## src/rtl/fir_stream_ctrl.sv

```systemverilog
// ---------------------------------------------------------------------------
// fir_stream_ctrl
//
// Sequencer wrapped around a single FIR filter instance. It turns a
// ready/valid sample stream into the filter's valid-only interface, which
// cannot stall. Samples are issued no faster than one per rate_div+1 cycles.
// Filter outputs are decimated by decim+1 and buffered in an output FIFO.
// An output is never lost under downstream backpressure, because a sample is
// issued only when a FIFO slot is guaranteed for its result. A flush pushes
// NUM_TAPS-1 zeros through the filter to drain its delay line.
//
// Optional build macro:
//   FIR_STREAM_CTRL_ERR_EN - adds the sticky 'err' output. It flags a filter
//                            output that arrives with nothing in flight, and
//                            a FIFO write into a full FIFO. Without the macro,
//                            such outputs are dropped silently.
//
// Ports:
//   clk, rst          - clock; asynchronous active-high reset
//   start, flush      - one-cycle command pulses (IDLE->RUN, RUN->FLUSH)
//   rate_div, decim   - issue pacing and decimation, captured at start
//   busy, done        - state != IDLE; one-cycle pulse at the end of a flush
//   s_valid/s_ready/s_data          - input sample stream
//   fir_valid_in/fir_din            - registered issue into the filter
//   fir_valid_out/fir_dout          - results from the filter
//   m_valid/m_ready/m_data          - decimated output stream
//   err (optional)                  - sticky protocol error flag
// ---------------------------------------------------------------------------
module fir_stream_ctrl #(
    parameter int INPUT_WIDTH    = 16,
    parameter int OUTPUT_WIDTH   = 26,
    parameter int NUM_TAPS       = 37,
    parameter int OUT_FIFO_DEPTH = 16
) (
    input  logic                    clk,
    input  logic                    rst,
    input  logic                    start,
    input  logic                    flush,
    input  logic [7:0]              rate_div,
    input  logic [7:0]              decim,
    output logic                    busy,
    output logic                    done,
    input  logic                    s_valid,
    output logic                    s_ready,
    input  logic [INPUT_WIDTH-1:0]  s_data,
    output logic                    fir_valid_in,
    output logic [INPUT_WIDTH-1:0]  fir_din,
    input  logic                    fir_valid_out,
    input  logic [OUTPUT_WIDTH-1:0] fir_dout,
    output logic                    m_valid,
    input  logic                    m_ready,
    output logic [OUTPUT_WIDTH-1:0] m_data
`ifdef FIR_STREAM_CTRL_ERR_EN
    ,
    output logic                    err
`endif
);

    localparam int AW = (OUT_FIFO_DEPTH > 1) ? $clog2(OUT_FIFO_DEPTH) : 1;
    localparam int CW = $clog2(OUT_FIFO_DEPTH + 1);
    localparam int FW = (NUM_TAPS > 2) ? $clog2(NUM_TAPS) : 1;
    localparam logic [CW:0]   DEPTH_W    = (CW+1)'(OUT_FIFO_DEPTH);
    localparam logic [FW-1:0] FLUSH_LAST = FW'(NUM_TAPS - 2);

    typedef enum logic [1:0] {
        ST_IDLE,
        ST_RUN,
        ST_FLUSH,
        ST_DRAIN
    } state_t;

    state_t                  state_reg, state_next;
    logic [7:0]              rate_div_reg, rate_div_next;
    logic [7:0]              decim_reg, decim_next;
    logic [7:0]              pace_reg, pace_next;
    logic [7:0]              decim_cnt_reg, decim_cnt_next;
    logic [FW-1:0]           flush_cnt_reg, flush_cnt_next;
    logic [CW-1:0]           inflight_reg, inflight_next;
    logic [CW-1:0]           fifo_count_reg, fifo_count_next;
    logic [AW-1:0]           wr_ptr_reg, rd_ptr_reg;
    logic                    fir_valid_in_reg, fir_valid_in_next;
    logic [INPUT_WIDTH-1:0]  fir_din_reg, fir_din_next;
    logic                    done_reg, done_next;

    logic                    credit_ok, issue_ok, run_issue, flush_issue, issue;
    logic                    out_ok, keep, fifo_rd, fifo_wr, fifo_full;

    logic [OUTPUT_WIDTH-1:0] mem [OUT_FIFO_DEPTH];

`ifdef FIR_STREAM_CTRL_ERR_EN
    logic                    err_reg, err_next;
`endif

    always_comb begin
        state_next        = state_reg;
        rate_div_next     = rate_div_reg;
        decim_next        = decim_reg;
        pace_next         = pace_reg;
        decim_cnt_next    = decim_cnt_reg;
        flush_cnt_next    = flush_cnt_reg;
        inflight_next     = inflight_reg;
        fifo_count_next   = fifo_count_reg;
        done_next         = 1'b0;

        // Inflight counts a sample from the cycle it is issued, one cycle
        // before fir_valid_in shows it. This keeps the credit check exact
        // for back-to-back issue.
        credit_ok   = ({1'b0, inflight_reg} + {1'b0, fifo_count_reg}) < DEPTH_W;
        issue_ok    = (pace_reg == 8'd0) && credit_ok;
        s_ready     = (state_reg == ST_RUN) && issue_ok;
        run_issue   = s_ready && s_valid;
        flush_issue = (state_reg == ST_FLUSH) && issue_ok;
        issue       = run_issue || flush_issue;

        // With nothing in flight, a filter output is stale. That happens
        // after a reset mid-run. Such an output is ignored entirely.
        out_ok      = fir_valid_out && (inflight_reg != '0);
        keep        = out_ok && (decim_cnt_reg == 8'd0);
        fifo_rd     = (fifo_count_reg != '0) && m_ready;
        fifo_full   = (fifo_count_reg == CW'(OUT_FIFO_DEPTH));
        fifo_wr     = keep && (!fifo_full || fifo_rd);

        fir_valid_in_next = issue;
        fir_din_next      = run_issue ? s_data :
                            (flush_issue ? '0 : fir_din_reg);

        if (issue) begin
            pace_next = rate_div_reg;
        end else if (pace_reg != 8'd0) begin
            pace_next = pace_reg - 8'd1;
        end

        if (out_ok) begin
            decim_cnt_next = (decim_cnt_reg == 8'd0) ? decim_reg
                                                     : decim_cnt_reg - 8'd1;
        end

        case ({issue, out_ok})
            2'b10:   inflight_next = inflight_reg + CW'(1);
            2'b01:   inflight_next = inflight_reg - CW'(1);
            default: inflight_next = inflight_reg;
        endcase

        case ({fifo_wr, fifo_rd})
            2'b10:   fifo_count_next = fifo_count_reg + CW'(1);
            2'b01:   fifo_count_next = fifo_count_reg - CW'(1);
            default: fifo_count_next = fifo_count_reg;
        endcase

        case (state_reg)
            ST_IDLE: begin
                if (start) begin
                    state_next     = ST_RUN;
                    rate_div_next  = rate_div;
                    decim_next     = decim;
                    pace_next      = 8'd0;
                    decim_cnt_next = 8'd0;
                    flush_cnt_next = '0;
                end
            end
            ST_RUN: begin
                if (flush) begin
                    state_next     = ST_FLUSH;
                    flush_cnt_next = '0;
                end
            end
            ST_FLUSH: begin
                if (flush_issue) begin
                    if (flush_cnt_reg == FLUSH_LAST) begin
                        state_next = ST_DRAIN;
                    end else begin
                        flush_cnt_next = flush_cnt_reg + FW'(1);
                    end
                end
            end
            ST_DRAIN: begin
                // Judge on next-cycle occupancy. Then done arrives in the
                // cycle right after the last output leaves the FIFO.
                if ((inflight_next == '0) && (fifo_count_next == '0)) begin
                    state_next = ST_IDLE;
                    done_next  = 1'b1;
                end
            end
            default: state_next = ST_IDLE;
        endcase

`ifdef FIR_STREAM_CTRL_ERR_EN
        err_next = err_reg
                 | (fir_valid_out && (inflight_reg == '0))
                 | (keep && fifo_full && !fifo_rd);
`endif
    end

    always_ff @(posedge clk or posedge rst) begin
        if (rst) begin
            state_reg        <= ST_IDLE;
            rate_div_reg     <= 8'd0;
            decim_reg        <= 8'd0;
            pace_reg         <= 8'd0;
            decim_cnt_reg    <= 8'd0;
            flush_cnt_reg    <= '0;
            inflight_reg     <= '0;
            fifo_count_reg   <= '0;
            wr_ptr_reg       <= '0;
            rd_ptr_reg       <= '0;
            fir_valid_in_reg <= 1'b0;
            fir_din_reg      <= '0;
            done_reg         <= 1'b0;
`ifdef FIR_STREAM_CTRL_ERR_EN
            err_reg          <= 1'b0;
`endif
        end else begin
            state_reg        <= state_next;
            rate_div_reg     <= rate_div_next;
            decim_reg        <= decim_next;
            pace_reg         <= pace_next;
            decim_cnt_reg    <= decim_cnt_next;
            flush_cnt_reg    <= flush_cnt_next;
            inflight_reg     <= inflight_next;
            fifo_count_reg   <= fifo_count_next;
            fir_valid_in_reg <= fir_valid_in_next;
            fir_din_reg      <= fir_din_next;
            done_reg         <= done_next;
            if (fifo_wr) begin
                wr_ptr_reg <= wr_ptr_reg + AW'(1);
            end
            if (fifo_rd) begin
                rd_ptr_reg <= rd_ptr_reg + AW'(1);
            end
`ifdef FIR_STREAM_CTRL_ERR_EN
            err_reg          <= err_next;
`endif
        end
    end

    // FIFO storage has no reset. Resetting the pointers and the count is
    // enough to empty it.
    always_ff @(posedge clk) begin
        if (fifo_wr) begin
            mem[wr_ptr_reg] <= fir_dout;
        end
    end

    assign busy         = (state_reg != ST_IDLE);
    assign done         = done_reg;
    assign fir_valid_in = fir_valid_in_reg;
    assign fir_din      = fir_din_reg;
    assign m_valid      = (fifo_count_reg != '0);
    // Force m_data to zero when the FIFO is empty, so the output never
    // exposes stale or uninitialised storage.
    assign m_data       = m_valid ? mem[rd_ptr_reg] : '0;

`ifdef FIR_STREAM_CTRL_ERR_EN
    assign err          = err_reg;
`endif

endmodule

```

## config.mk

```make
export PLATFORM = sky130hd
export DESIGN_NAME = fir_stream_ctrl
export DESIGN_NICKNAME = d
export VERILOG_FILES = /design/src/rtl/fir_stream_ctrl.sv
export SDC_FILE = /design/constraint.sdc
export NUM_CORES = 1
export LEC_CHECK = 0
export ABC_AREA = 1
export CAP_MARGIN = 20
export CORE_UTILIZATION = 52
export DETAILED_ROUTE_END_ITERATION = 8
export PLACE_DENSITY_LB_ADDON = 0.1
export SKIP_CTS_REPAIR_TIMING = 1
export SLEW_MARGIN = 25
export SYNTH_ARGS = -nofsm -noshare
export SYNTH_HDL_FRONTEND = slang
export SYNTH_SLANG_ARGS = --single-unit
```

## constraint.sdc

```tcl
create_clock -name clk -period 4.68 [get_ports clk]
set_input_delay 0.936 -clock clk [delete_from_list [all_inputs] [get_ports clk]]
set_output_delay 0.936 -clock clk [all_outputs]
set_load 0.05 [all_outputs]
```

==> results_slide.txt, run 1 <==
Physical Implementation Snapshot

Outcome
  – Status: complete, no violations

Layout
  – Clock Buffer Count: 69
  – Area growth, synth to finish: 17.17%
  – Fraction of area in registers: 60.87%
  – ClkCell Share: 6.420%
  – Final Net Count: 1,823
  – Flop count: 492
  – Layout cells sized above 1: 9.137%
  – Commonest Layout Cell: edfxtp_1
  – Fillcell total: 2,985
  – Signal buffers: 153

Final timing
  – Fin Hold WS: 471.3 ps
  – Final setup fails: 0
  – Fin crit share: 94.03%
  – Worst setup margin: 279.2 ps

Detailed routing
  – Max Used Layer: met5
  – DR pass1 iterations: 7

Flow run
  – Max-cap violations: 0
  – Tool warning count: 37

Critical path
  – Critical path data arrival time: 3460 ps
  – RR Startpoint: pace_reg[0]$_DFF_PP0_
  – Setup crit start: rd_ptr_reg[1]$_DFFE_PP0P_
  – Worst reg-to-reg path cell count: 29
  – Worst Setup EP: m_data[24]

Place
  – Worst slack at placement: 843.7 ps
  – Dpl cells: 2,192
  – Placed Area: 22,140 µm²

Pwr
  – Overall power: 14.82 mW
  – Top power group: combinational logic
  – Combinational group power: 5.79 mW
  – Seq group: 5.33 mW

Logic synthesis
  – Ys Warns: 0
  – Cell area leaders: edfxtp_1, dfrtp_1, o21ai_0
  – Top cells by count, synth: edfxtp_1, nor2_1, o21ai_0, nand2_1, clkbuf_1
  – Adder share: 1.586%
  – Top logic family: AND-OR/OR-AND gates

Min path
  – Hold path depth: 2

CTS
  – Clk pin slew, worst setup/hold paths: 60 ps
  – Clk buf depth: 3

Global routing
  – GRT busiest layer: met2
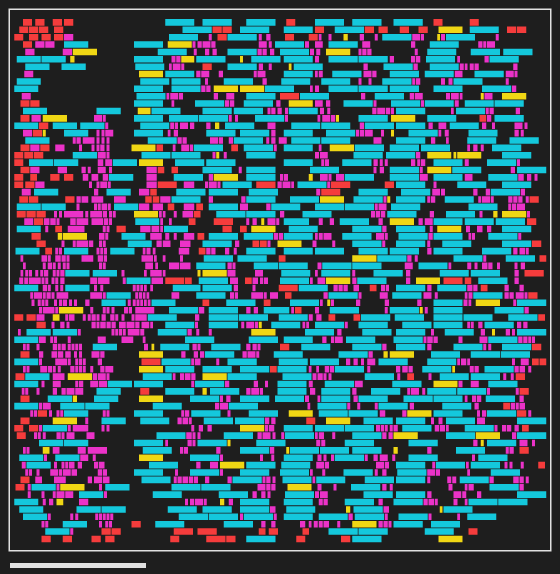
Run 1: cell classes on the final placement
Bar = 50 µm.
class	colour	cells	share of their area
registers	cyan	492	63%
clock drivers and dummy loads	yellow	92	6.6%
remaining logic cells	magenta	1,036	24%
remaining buffers and delay cells	red	153	6.8%

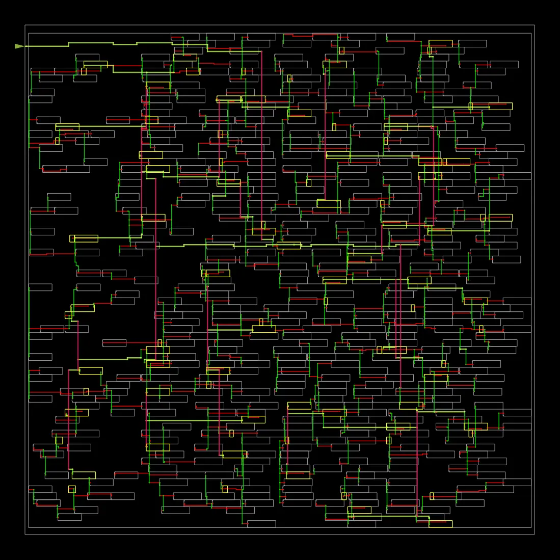
Run 1: the clock network
CTS sink count: 492
TritonCTS buffer count: 50
Clock Skews: 10.03 ps
Clk. pwr: 3.70 mW

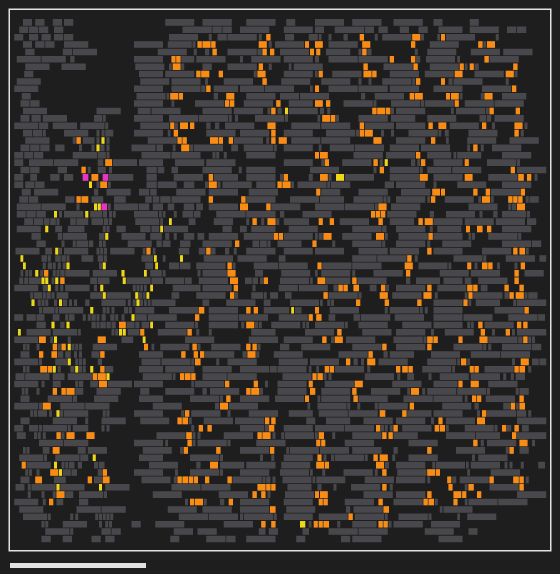
Run 1: gate-type map
Bar = 50 µm.
family	colour	cells
inv cells	yellow	62
aoi and oai cells	orange	396
and/or cells	magenta	3

Run 1, clock network drawn from the DEF:
Bar = 50 µm.
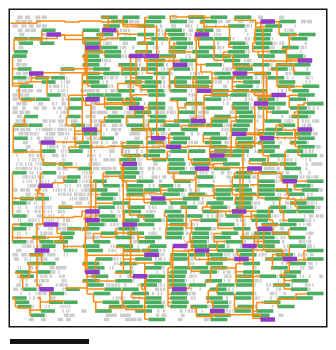

==> run 2: changes to the inputs <==
Settings changed: SKIP_CTS_REPAIR_TIMING 1 to not set.
Clock period 4.68 ns to 4.7 ns, I/O delays scaled along.
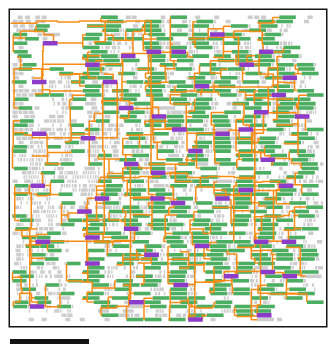
Run 2: clock network drawn from the DEF
Bar = 50 µm.
[clock wires] orange | length: 5,530 µm
[flip-flops] green | count: 492
[clock-net drivers] purple | count: 50
routed clock nets	51
flops lie	widely spread

==> results_slide.txt, run 2 <==
Physical Implementation Snapshot

Outcome
  – Status: complete, no violations

Logic synthesis
  – Async S/R FF share, synth: 15.45%
  – Top cells by count, synth: edfxtp_1, nor2_1, o21ai_0, nand2_1, clkbuf_1
  – Top logic family: AND-OR/OR-AND gates
  – # Cells Yosys: 1,626
  – Synth Area in Compound Gates: 12.55%
  – EDFF count, synth: 416
  – Adder share: 1.586%
  – Ys Warns: 0
  – Simple-gate share of the synthesized area: 10.45%
  – Yosys xor share: 1.041%
  – Top-area cell share: 61.87%
  – Cell area leaders: edfxtp_1, dfrtp_1, o21ai_0
  – YS chip area: 20,190 µm²
  – Post-synth seq share: 71.29%

CTS
  – CTS sink count: 492
  – CTS tree: built
  – Clock Tree Root: clkbuf_16
  – Clk buf depth: 3
  – Late-Pin Clk Latency: 590 ps
  – Max H-tree Level: 2
  – Clk pin slew, worst setup/hold paths: 70 ps
  – TritonCTS buffer count: 50
  – Post-CTS Hold Buffers: 0

Critical path
  – Delay-heaviest family, CP: buffers and inverters
  – Worst path buffer plus inverter count: 4
  – Max FO, Critical Path: 46
  – Reg2reg end: state_reg[0]$_DFFE_PP0P_
  – Setup crit start: rd_ptr_reg[0]$_DFFE_PP0P_
  – Critical Path, Cell by Cell: inv_6 > buf_4 > buf_4 > o21ai_0 > o22ai_1 > nor2_1 > nor2_1 > o21ai_0 > a21oi_1 > buf_12
  – Critical path data arrival time: 3390 ps
  – Worst Setup EP: m_data[2]
  – RR Startpoint: pace_reg[0]$_DFF_PP0_
  – Worst reg-to-reg path cell count: 30

Pwr
  – Clk. pwr: 4.13 mW
  – Sw Share: 38.53%
  – Worst vdd ir: 0.4820 mV
  – Seq group: 5.28 mW
  – Top power group: combinational logic
  – Overall power: 15.13 mW
  – Combinational group power: 5.73 mW
  – Power Density: 635.0 nW/µm²

Layout
  – Fraction of area in registers: 60.43%
  – Final Core Density: 62.82%
  – Antenna diodes: 1
  – Clock Buffer Count: 57
  – Number of logic gates: 974
  – Flop count: 492
  – Area growth, synth to finish: 18.02%
  – Final Net Count: 1,827
  – Layout cells sized above 1: 9.955%
  – Flip-flop count of the largest register after layout: 416
  – Fillcell total: 2,905
  – Signal buffers: 157
  – ClkCell Share: 7.225%
  – Commonest Layout Cell: edfxtp_1

Global routing
  – GR Util met2: 41.76%
  – Grt met3 use: 3.916%
  – First-pass GRT wire length: 75,350 µm
  – GRT busiest layer: met2
  – Met1 global-route usage: 35.40%

Final timing
  – Slew HR: 47.11%
  – Worst-Margin Slew: 793.4 ps
  – Worst setup margin: 372.2 ps
  – RSZ-0062 raised after global routing: no
  – Fin crit share: 92.08%
  – Tmin final: 4328 ps
  – Final setup fails: 0
  – Fin Hold WS: 471.6 ps
  – Final Hold Viols: 0
  – Clock Skews: 22.96 ps

Min path
  – Hold path depth: 2
  – Hold Crit Class: register to register

Place
  – Dpl cells: 2,196
  – Placed Area: 22,110 µm²
  – IO buf count: 111
  – Gpl congestion: 0.8477
  – Worst slack at placement: 826.5 ps

Detailed routing
  – DRC violation count after routing: 0
  – Routed WL per cell: 21.49 µm
  – WL met3: 3367 µm
  – Max Used Layer: met5
  – Vias/cell: 5.847
  – M1 wire length: 21,290 µm
  – DR pass1 iterations: 5

Flow run
  – Tool warning count: 37
  – Max-cap violations: 0

Floorplanning
  – Core region area: 37,930 µm²
  – Die Size: 39,620 µm²
Power figures rest on the tool's default switching activity, not on a simulated workload.
